### config.mk
export PLATFORM = sky130hd
export DESIGN_NAME = mmio_fabric
export DESIGN_NICKNAME = d
export VERILOG_FILES = /design/src/rtl/mmio_fabric.sv
export SDC_FILE = /design/constraint.sdc
export NUM_CORES = 1
export LEC_CHECK = 0
export ABC_AREA = 1
export CORE_ASPECT_RATIO = 0.75
export CORE_MARGIN = 1.5
export CORE_UTILIZATION = 45
export CTS_CLUSTER_DIAMETER = 100
export DETAILED_ROUTE_END_ITERATION = 16
export MAX_ROUTING_LAYER = met4
export PLACE_DENSITY_LB_ADDON = 0.05
export SLEW_MARGIN = 25
export SYNTH_ARGS = -nofsm -noshare
export SYNTH_HDL_FRONTEND = slang
export SYNTH_SLANG_ARGS = --single-unit
### constraint.sdc
create_clock -name clk -period 2.1 [get_ports clk]
set_input_delay 0.63 -clock clk [delete_from_list [all_inputs] [get_ports clk]]
set_output_delay 0.63 -clock clk [all_outputs]
set_load 0.02 [all_outputs]
### src/rtl/mmio_fabric.sv
// Registered request/acknowledge interconnect between the CPU data port and one RAM slot plus NSLOTS MMIO pages.
// Adds per-slave wait states, a timeout watchdog and a sticky fault flag.
module mmio_fabric #(
   parameter int unsigned data_width = 8,
   parameter int unsigned addr_width = 8,
   parameter int unsigned PAGE_BITS  = 4,
   parameter int unsigned NSLOTS     = 3,
   parameter int unsigned TIMEOUT    = 15
) (
   input  logic                             clk,
   input  logic                             rst,
   input  logic                             req,
   input  logic                             we,
   input  logic                             mmio,
   input  logic [addr_width-1:0]            addr,
   input  logic [data_width-1:0]            din,
   output logic [data_width-1:0]            dout,
   output logic                             ack,
   output logic                             err,
   output logic                             fault,
   input  logic                             fault_clr,
   output logic [NSLOTS:0]                  s_sel,
   output logic                             s_we,
   output logic [addr_width-1:0]            s_addr,
   output logic [data_width-1:0]            s_din,
   input  logic [(NSLOTS+1)*data_width-1:0] s_rdata,
   input  logic [NSLOTS:0]                  s_ready
);

   localparam int unsigned PW   = addr_width - PAGE_BITS;
   localparam int unsigned NSEL = NSLOTS + 1;
   localparam int unsigned SW   = (NSEL > 1) ? $clog2(NSEL) : 1;

   typedef enum logic [1:0] {ST_IDLE, ST_ACCESS, ST_RESP} state_t;

   state_t          r_state;
   logic [SW-1:0]   r_slot;
   logic [7:0]      r_cnt;
   logic            r_we;

   logic [PW-1:0]          w_page;
   logic                   w_mapped;
   logic [SW-1:0]          w_slot;
   logic [data_width-1:0]  w_rdata;
   logic                   w_ready;

   // Page decode; RAM space always maps to slot 0
   assign w_page   = addr[addr_width-1:PAGE_BITS];
   assign w_mapped = !mmio || (32'(w_page) < NSLOTS);
   assign w_slot   = mmio ? (SW'(w_page) + SW'(1)) : '0;
   assign w_rdata  = s_rdata[32'(r_slot)*data_width +: data_width];
   assign w_ready  = s_ready[r_slot];

   always_ff @(posedge clk) begin
      if (rst) begin
         r_state <= ST_IDLE;
         r_slot  <= '0;
         r_cnt   <= '0;
         r_we    <= 1'b0;
         dout    <= '0;
         ack     <= 1'b0;
         err     <= 1'b0;
         fault   <= 1'b0;
         s_sel   <= '0;
         s_we    <= 1'b0;
         s_addr  <= '0;
         s_din   <= '0;
      end else begin
         case (r_state)
            ST_IDLE: begin
               ack <= 1'b0;
               err <= 1'b0;
               if (fault_clr) fault <= 1'b0;
               if (req) begin
                  r_we   <= we;
                  s_addr <= addr;
                  s_din  <= din;
                  r_cnt  <= '0;
                  r_slot <= w_slot;
                  if (w_mapped) begin
                     s_sel   <= NSEL'(1) << w_slot;
                     s_we    <= we;
                     r_state <= ST_ACCESS;
                  end else begin
                     ack     <= 1'b1;
                     err     <= 1'b1;
                     dout    <= '0;
                     r_state <= ST_RESP;
                  end
               end
            end
            ST_ACCESS: begin
               if (fault_clr) fault <= 1'b0;
               // Ready is checked first so it wins on the final counted cycle
               if (w_ready) begin
                  if (!r_we) dout <= w_rdata;
                  ack     <= 1'b1;
                  err     <= 1'b0;
                  s_sel   <= '0;
                  s_we    <= 1'b0;
                  r_state <= ST_RESP;
               end else if (r_cnt == 8'(TIMEOUT - 1)) begin
                  ack     <= 1'b1;
                  err     <= 1'b1;
                  dout    <= '0;
                  s_sel   <= '0;
                  s_we    <= 1'b0;
                  r_state <= ST_RESP;
               end else begin
                  r_cnt <= r_cnt + 8'd1;
               end
            end
            ST_RESP: begin
               ack <= 1'b0;
               err <= 1'b0;
               if (err)            fault <= 1'b1;
               else if (fault_clr) fault <= 1'b0;
               r_state <= ST_IDLE;
            end
            default: r_state <= ST_IDLE;
         endcase
      end
   end

endmodule
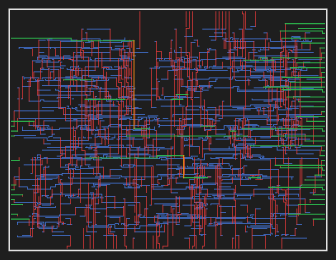
(signal wires by layer)
red -> M2  # wire length 2,560 um
green -> M3  # wire length 508 um
blue -> M1  # wire length 3,110 um
orange -> M4  # wire length 30.6 um
WL/cell: 11.2 um
Vias: 2,590

==> impl_metrics.toml <==
# implementation run metrics
[outcome]
status = "finished clean"

[clock_tree]
insertion_delay_ns = 0.30
clock-sinks = 45
cts_tree = "built"

[layout]
regArea_sq_um = 901
drive_above_1_share_pct = 5.81
logic_area_sq_mm = 0.00132

[floorplan]
die_area_sq_mm = 0.00586

[logic_synthesis]
syn_inst = 388
synthArstFlopShare_pct = 0

[power]
p_sw_share_pct = 41.6
power.internal_uw = 2130
power_frac_seq_pct = 33.1

[routing]
drc = 0
ant_nets = 0

[critical_path]
critical_path_arrival_ns = 1.28
crit_chain = "clkdlybuf4s50_1"
cp_num_buf_inv = 1

[placed_design]
dpl_cell_area_sq_mm = 0.00345

[timing]
worst_slew_pin_slew_ns = 0.343
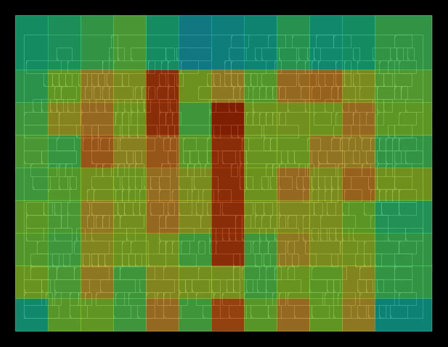
(congestion heat map)
GRT met1 Usage: 29.4%
M3 GR Usage: 6.07%
busiest metal layer after global routing: met2
Layout Utilization: 70.4%
All-Layer GR Usage: 22.8%

sequential cells by signal (all words and copies together), names as in the netlist:
register  count
ack           1
dout          8
err           1
fault         1
r_cnt         8
r_slot        2
r_state       2
r_we          1
s_addr        8
s_din         8
s_sel         4
s_we          1
power groups by stage:
stage / clock [uW] / combinational [uW] / sequential, uW
CTS: 529 / 1920 / 1210
finish: 515 / 1920 / 1210
global route: 560 / 2160 / 1240
floorplan: 0 / 956 / 1430
global placement: 0 / 1870 / 1220
detailed placement: 0 / 1910 / 1230
final cells by class:
cell class	count	share of cell area, %
multi-input combinational	292	37.3
timing repair buffer	102	28.6
sequential	45	25.4
inverter	35	3.78
tap	72	2.54
clock buffer	6	2.05
clock inverter	2	0.282
placed cells by master, fill, tap and decap left out:
master	netlist	layout
nor2_2	2	2
nor2_1	114	114
o21ai_2	1	1
a21oi_1	22	22
clkinv_1	1	1
o21ai_0	39	39
inv_1	33	33
a21boi_1	1	1
clkinv_2	0	2
nand2_2	2	2
xor2_1	1	1
nand3_1	17	17
buf_12	0	2
buf_4	2	11
nor3_1	1	1
nand2_1	78	78
clkbuf_8	0	5
nand3_4	0	1
clkdlybuf4s50_1	0	89
xnor2_1	2	2
ha_1	8	7
nand4_1	2	2
ha_2	0	1
a21o_1	1	1
inv_4	1	1
clkbuf_1	7	1
dfxtp_1	45	45
worst max path at each step:
stage / end / slack, ns / depth (start not counted) / start
2_1_floorplan: s_sel[3] / 0.44 / 11 / addr[4]
3_3_place_gp: dout[2] / -0.07 / 9 / addr[4]
3_5_place_dp: dout[7] / -0.11 / 9 / addr[4]
4_1_cts: err / 0.18 / 1 / err
5_1_grt: dout[3] / 0.05 / 8 / r_state[0]
6_report: err / 0.19 / 1 / err
per-layer routing:
layer | part of all wire [%] | global-route usage, % | wire length [um]
met1 | 50 | 29.4 | 3110
met2 | 41 | 35.7 | 2560
met3 | 8.2 | 6.07 | 507
met4 | 0.48 | 5.36 | 30
met5 | 0 | - | 0
kinds of logic (layout without fill, tap and decap cells):
family / Yosys count / after routing / synth area share [%]
buffers and inverters: 51 / 145 / 9.00
and+or+nand+nor: 217 / 217 / 35.3
xor gates and xnor gates: 3 / 3 / 1.08
AOI/OAI and AO/OA: 64 / 64 / 13.5
adders and majority gates: 8 / 8 / 4.11
DFF: 45 / 45 / 37.0
per-stage QoR:
stage	setup TNS [ns]	hold WS, ns
6_report	0	0.469
5_1_grt	0	0.512
4_1_cts	0	0.467
3_5_place_dp	-1.12	0.453
3_3_place_gp	-0.786	0.452
2_1_floorplan	0	0.456
repair_timing:
action,4_1_cts,5_1_grt
hold endpoints to repair,0,0
setup endpoints to repair,0,2
hold buffers,0,0
gates resized,0,2
Power is estimated from default activity; no workload was simulated.
